### src/rtl/hazard_pkg.sv
// Shared types for the pipeline hazard controller: forwarding selects, FSM
// states and the shadow-scoreboard entry.
package hazard_pkg;

  localparam int REG_AW = 5;

  typedef enum logic [1:0] {
    FWD_RF    = 2'b00,
    FWD_EXMEM = 2'b01,
    FWD_MEMWB = 2'b10
  } fwd_sel_t;

  typedef enum logic {
    RUN   = 1'b0,
    FLUSH = 1'b1
  } hz_state_t;

  typedef struct packed {
    logic              valid;
    logic [REG_AW-1:0] rd;
    logic              writes;
    logic              load;
  } sb_entry_t;

  // x0 never matches: it reads as zero no matter who claims to write it.
  function automatic logic sb_match(sb_entry_t e, logic [REG_AW-1:0] rs, logic uses);
    return e.valid & e.writes & (e.rd == rs) & (rs != '0) & uses;
  endfunction

endpackage

### src/rtl/hazard_fwd_cmp.sv
// Per-source-operand compare against the EX and MEM scoreboard entries:
// forwarding select (EX wins over MEM) and a load-use hit flag.
module hazard_fwd_cmp
  import hazard_pkg::*;
(
  input  sb_entry_t         ex_i,
  input  sb_entry_t         mem_i,
  input  logic [REG_AW-1:0] rs_i,
  input  logic              uses_i,
  output fwd_sel_t          sel_o,
  output logic              load_hit_o
);

  logic ex_hit, mem_hit;
  logic mem_load_unused;

  assign ex_hit          = sb_match(ex_i, rs_i, uses_i);
  assign mem_hit         = sb_match(mem_i, rs_i, uses_i);
  assign mem_load_unused = mem_i.load;

  always_comb begin
    sel_o = FWD_RF;
    if (ex_hit)       sel_o = FWD_EXMEM;
    else if (mem_hit) sel_o = FWD_MEMWB;
  end

  assign load_hit_o = ex_hit & ex_i.load;

endmodule

### src/rtl/hazard_ctrl.sv
// 5-stage pipeline hazard controller: load-use stall, taken-branch flush and
// EX forwarding selects. Define HAZARD_CTRL_PERF_EN to add stall/flush counters.
module hazard_ctrl
  import hazard_pkg::*;
#(
  parameter int unsigned FLUSH_CYCLES = 2
) (
  input  logic              clk,
  input  logic              reset,
  input  logic              id_valid,
  input  logic [REG_AW-1:0] id_rs1,
  input  logic [REG_AW-1:0] id_rs2,
  input  logic              id_uses_rs1,
  input  logic              id_uses_rs2,
  input  logic [REG_AW-1:0] id_rd,
  input  logic              id_writes,
  input  logic              id_load,
  input  logic              branch_taken,
  output logic              stall,
  output logic              bubble,
  output logic              flush,
  output logic [1:0]        fwd_a,
`ifdef HAZARD_CTRL_PERF_EN
  output logic [1:0]        fwd_b,
  output logic [31:0]       perf_stall_cnt,
  output logic [31:0]       perf_flush_cnt
`else
  output logic [1:0]        fwd_b
`endif
);

  localparam int CNT_W = 3;

  hz_state_t        state_q, state_d;
  logic [CNT_W-1:0] cnt_q, cnt_d;
  sb_entry_t        ex_q, mem_q, wb_q, ex_d;
  fwd_sel_t         fwd_a_q, fwd_b_q;

  logic [1:0][REG_AW-1:0] rs;
  logic [1:0]             uses;
  logic [1:0]             ld_hit;
  fwd_sel_t               sel [2];
  logic                   wb_unused;

  assign rs   = {id_rs2, id_rs1};
  assign uses = {id_uses_rs2, id_uses_rs1};

  for (genvar g = 0; g < 2; g++) begin : g_src
    hazard_fwd_cmp u_cmp (
      .ex_i       (ex_q),
      .mem_i      (mem_q),
      .rs_i       (rs[g]),
      .uses_i     (uses[g]),
      .sel_o      (sel[g]),
      .load_hit_o (ld_hit[g])
    );
  end

  // WB is tracked for completeness of the shadow pipe; nothing forwards from it.
  assign wb_unused = ^wb_q;

  always_comb begin
    state_d = state_q;
    cnt_d   = cnt_q;
    flush   = 1'b0;
    case (state_q)
      RUN: begin
        if (branch_taken) begin
          flush = 1'b1;
          if (FLUSH_CYCLES > 1) begin
            state_d = FLUSH;
            cnt_d   = CNT_W'(FLUSH_CYCLES - 1);
          end
        end
      end
      FLUSH: begin
        flush = 1'b1;
        if (branch_taken) begin
          cnt_d = CNT_W'(FLUSH_CYCLES - 1);
        end else if (cnt_q <= CNT_W'(1)) begin
          state_d = RUN;
          cnt_d   = '0;
        end else begin
          cnt_d = cnt_q - CNT_W'(1);
        end
      end
      default: state_d = RUN;
    endcase
    stall  = (state_q == RUN) & ~flush & id_valid & (|ld_hit);
    bubble = flush | stall;
  end

  always_comb begin
    ex_d        = '0;
    ex_d.valid  = id_valid & ~bubble;
    ex_d.rd     = id_rd;
    ex_d.writes = id_writes;
    ex_d.load   = id_load;
  end

  always_ff @(posedge clk or posedge reset) begin
    if (reset) begin
      state_q <= RUN;
      cnt_q   <= '0;
      ex_q    <= '0;
      mem_q   <= '0;
      wb_q    <= '0;
      fwd_a_q <= FWD_RF;
      fwd_b_q <= FWD_RF;
    end else begin
      state_q <= state_d;
      cnt_q   <= cnt_d;
      wb_q    <= mem_q;
      mem_q   <= ex_q;
      ex_q    <= ex_d;
      fwd_a_q <= bubble ? FWD_RF : sel[0];
      fwd_b_q <= bubble ? FWD_RF : sel[1];
    end
  end

  assign fwd_a = fwd_a_q;
  assign fwd_b = fwd_b_q;

`ifdef HAZARD_CTRL_PERF_EN
  logic [31:0] perf_stall_q, perf_flush_q;

  // Flush counts branch events, so a reload during FLUSH counts again.
  always_ff @(posedge clk or posedge reset) begin
    if (reset) begin
      perf_stall_q <= '0;
      perf_flush_q <= '0;
    end else begin
      if (stall && perf_stall_q != '1)        perf_stall_q <= perf_stall_q + 32'd1;
      if (branch_taken && perf_flush_q != '1) perf_flush_q <= perf_flush_q + 32'd1;
    end
  end

  assign perf_stall_cnt = perf_stall_q;
  assign perf_flush_cnt = perf_flush_q;
`endif

endmodule

### config.mk
export PLATFORM = sky130hd
export DESIGN_NAME = hazard_ctrl
export DESIGN_NICKNAME = d
export VERILOG_FILES = /design/src/rtl/hazard_pkg.sv /design/src/rtl/hazard_fwd_cmp.sv /design/src/rtl/hazard_ctrl.sv
export SDC_FILE = /design/constraint.sdc
export NUM_CORES = 1
export LEC_CHECK = 0
export ABC_AREA = 1
export CORE_MARGIN = 4
export CORE_UTILIZATION = 47
export DETAILED_ROUTE_END_ITERATION = 7
export PLACE_DENSITY = 0.78
export RECOVER_POWER = 25
export SLEW_MARGIN = 5
export SYNTH_ARGS = -nofsm -noshare
export SYNTH_HDL_FRONTEND = slang
export SYNTH_SLANG_ARGS = --single-unit
### constraint.sdc
create_clock -name clk -period 1.6 [get_ports clk]
set_input_delay 0.32 -clock clk [delete_from_list [all_inputs] [get_ports clk]]
set_output_delay 0.32 -clock clk [all_outputs]
set_load 0.01 [all_outputs]
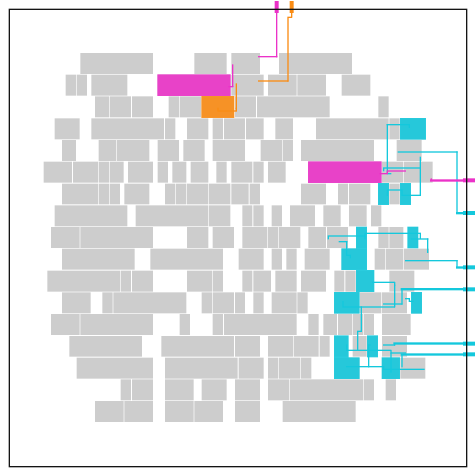
(images/port_trees.png)
(8 px per um)
- magenta: fwd_b (bits 2; direction output; end cells 2; buffers 2; wire 18.7 um)
- orange: bubble (bits 1; direction output; end cells 1; buffers 1; wire 18.9 um)
- cyan: id_rs1 (bits 5; direction input; end cells 13; buffers 7; wire 144 um)

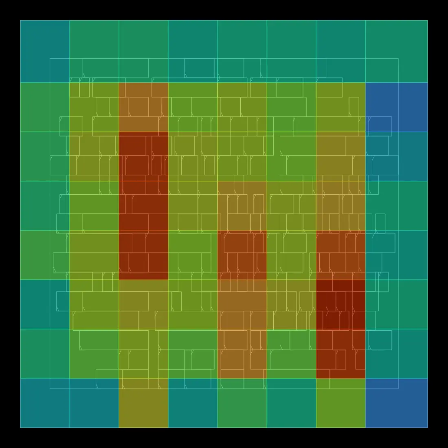
(images/congestion_map.png)
drt wl/cell: 11.68 um
met2 Resource Use GR: 30.34%
Util after Layout: 72.09%
grt met1 use: 19.36%
Tot GR Track Use: 16.28%

==> ci_impl_report.md <==
### Metrics collected by this job

| Metric | Value |
|---|---|
| Synth Register Bits | `23` |
| DR vias/cell | `4.776` |
| Most Used Layer, Global Route | `met2` |
| Via Count | `979` |
| Synth async-reset ratio | `100.0%` |
| Period utilization | `112.8%` |
| Tool warnings | `29` |
| Met3 WL | `131 um` |
| Crit end category | `output pin` |
| Registers | `23` |
| Remaining Overflow, GRT | `0` |
| Crit path max fanout | `2` |
| # diodes | `0` |
| Slowest CP cell | `clkdlybuf4s50_1` |
| Non-Filler Instances | `205` |
| RSZ-0062 raised after global routing | `yes` |
| Met2 wire len | `1242 um` |
| Flop area | `576.8 um^2` |
| Metal1 wirelength | `1004 um` |
| Power consumption | `0.001131 W` |
| Final WS setup | `-204.1 ps` |
| Setup TNS | `-400.1 ps` |
| Nonclk buf count | `48` |
| Cell with the most instances after synthesis | `dfrtp_1` |
| Vias in the first global route | `1036` |
| Dominant cell area share | `51.00%` |
| Yosys Chip Area | `1129 um^2` |
| Top Layer Used | `met4` |
| CTS tree | `yes` |
| Layout cell share with drive strength beyond 1 | `23.73%` |
| Design Area, Final | `1625 um^2` |
| DRC viols | `0` |
| Unique cell type count in the Yosys netlist | `23` |
| Synth area leader | `dfrtp_1` |
| Ys flop type | `dfrtp_1` |
| Ao+oa area frac | `6.652%` |
| Main logic family | `simple AND/OR/NAND/NOR gates` |
| Worst Max-Slew Pin Slew | `346.9 ps` |
| Met3 Use GR | `3.167%` |
| Multi-input gates | `81` |
| Row count | `17` |
| H-tree levels | `1` |
| Syn Nets | `150` |
| Max Cap Violations | `0` |
| Pwr Density | `695.7 nW/um^2` |
| Post-synth seq share | `51.00%` |
| XOR Share, Synth | `11.64%` |
| Adder Share, Synth | `2.217%` |
| Num CTS Buffers | `3` |
| Detailed Routing Iterations Pass 1 | `4` |
| And+or+nand+nor area frac | `21.51%` |
| Rel. slew slack | `76.69%` |
| Die width | `57 um` |
| Top cells by area | `dfrtp_1 (51%), xnor2_1 (11%), nand2_1 (7.3%)` |
| Area after DPL | `1589 um^2` |
| Final HPWL DP | `1994 um` |
| Logic share of the area | `30.02%` |
| Comb gate area | `488.0 um^2` |
| Cells after DPL | `200` |
| Clk latency late pin | `300 ps` |
| Failing checks | `negative setup slack` |
| Layout non-clock buf frac | `25.64%` |
| Die area | `3249 um^2` |
| Gpl congestion | `0.8317` |
| Ys cells | `125` |
| Clock Network Area Fraction | `1.848%` |
| Worst setup SP type | `input pin` |
| Initial antenna violation count | `0` |
| Root Driver | `clkbuf_4` |
| Crit path DRT | `1280 ps` |
| Crit-path cells | `clkdlybuf4s50_1 -> inv_1 -> nor2_1 -> nand2_1 -> nor2_2 -> nand2_2 -> nand2_2 -> nand2_4 -> nand2_4 -> buf_6` |
| Core area | `2255 um^2` |
| Post-Synthesis Cell Area | `1129 um^2` |
| Area grow syn2layout | `44.01%` |
| First-pass GRT wire length | `4195 um` |
| Final hold violation count | `0` |
| HP Class | `in2async` |
| Max frequency | `554.3 MHz` |
| CTS max path bufs | `2` |
| Syn Area/Cell | `9.029 um^2` |
| Ys Warns | `0` |
| # nets final | `203` |
| CP bufs+invs | `3` |
| Die H | `57 um` |
| Final hold slack | `338.6 ps` |
| Leak | `0.7936 nW` |
| Slew Viols, Final | `0` |
| Area fraction in mux cells | `0%` |
| Crit-path max cell delay | `460 ps` |
| Count of final setup violators | `2` |
| Post-synth top cells | `dfrtp_1 (23), nand2_1 (22), inv_1 (20)` |
| Logic inverters | `21` |
| Hold buffer count at cts | `0` |
| Setup WS pre-CTS | `-701.0 ps` |
| Clk_buf instances | `3` |
| Io pins | `30` |
| Reg clk slew, reported paths | `120 ps` |
| Crit path time final | `1804 ps` |
| Status | `finished, violations left` |
| 1st-iter DRT viols | `28` |
| Filler cell count | `192` |
| Maximum VDD drop | `718.2 uV` |
| Setup CP Type | `in2out` |
| Delay-heaviest family, CP | `buffers and inverters` |
| Clock skew | `2.491 ps` |
| Sink Count | `23` |
| Cells after Synth | `125` |
timing repair:
item / in CTS / in global routing
resized: 25 / 5
setup buffers: 1 / 0
setup endpoints to repair: 3 / 3
pin swaps: 9 / 4
cloned: 0 / 0
flip-flops by register name, indices dropped and copies added, names as in the netlist:
name and count:
cnt_q 3, ex_q 8, fwd_a 2, fwd_b 2
mem_q 7, state_q 1
placed cells by master (no fill, tap or decap), types with 2 or more instances in the layout:
| cell type | count |
|---|---|
| dfrtp_1 | 22 |
| nand2_1 | 21 |
| inv_1 | 19 |
| buf_4 | 19 |
| xnor2_1 | 14 |
| nor2_1 | 13 |
| dlygate4sd2_1 | 11 |
| clkdlybuf4s50_1 | 8 |
| nor2_2 | 7 |
| dlygate4sd3_1 | 7 |
| o21ai_0 | 3 |
| clkbuf_4 | 3 |
| inv_2 | 2 |
| nand3_1 | 2 |
| nand2_2 | 2 |
| nand2_4 | 2 |
| o211ai_1 | 2 |
| a21oi_1 | 2 |
| o32ai_1 | 2 |
| ha_1 | 2 |
| buf_6 | 2 |
where the power goes:
group | internal [W] | switching [W] | leakage [nW]
logic | 0.000126 | 0.000109 | 0.496
registers | 0.000609 | 0.0000244 | 0.283
clock network | 0.0000950 | 0.000167 | 0.0139
total | 0.000830 | 0.000300 | 0.794
worst paths after layout:
| check | startpoint | endpoint | slack [ps] | cells after the start |
|---|---|---|---|---|
| max in group asynchronous | reset | ex_q[6] | 1030 | 3 |
| worst min register to register | ex_q[1] | mem_q[1] | 390 | 0 |
| min in group clk | ex_q[1] | mem_q[1] | 390 | 0 |
| worst max register to register | ex_q[5] | ex_q[7] | 160 | 11 |
| worst max-delay path | id_uses_rs1 | bubble | -200 | 10 |
| worst min-delay path | reset | ex_q[2] | 340 | 3 |
Power is estimated from default activity; no workload was simulated.
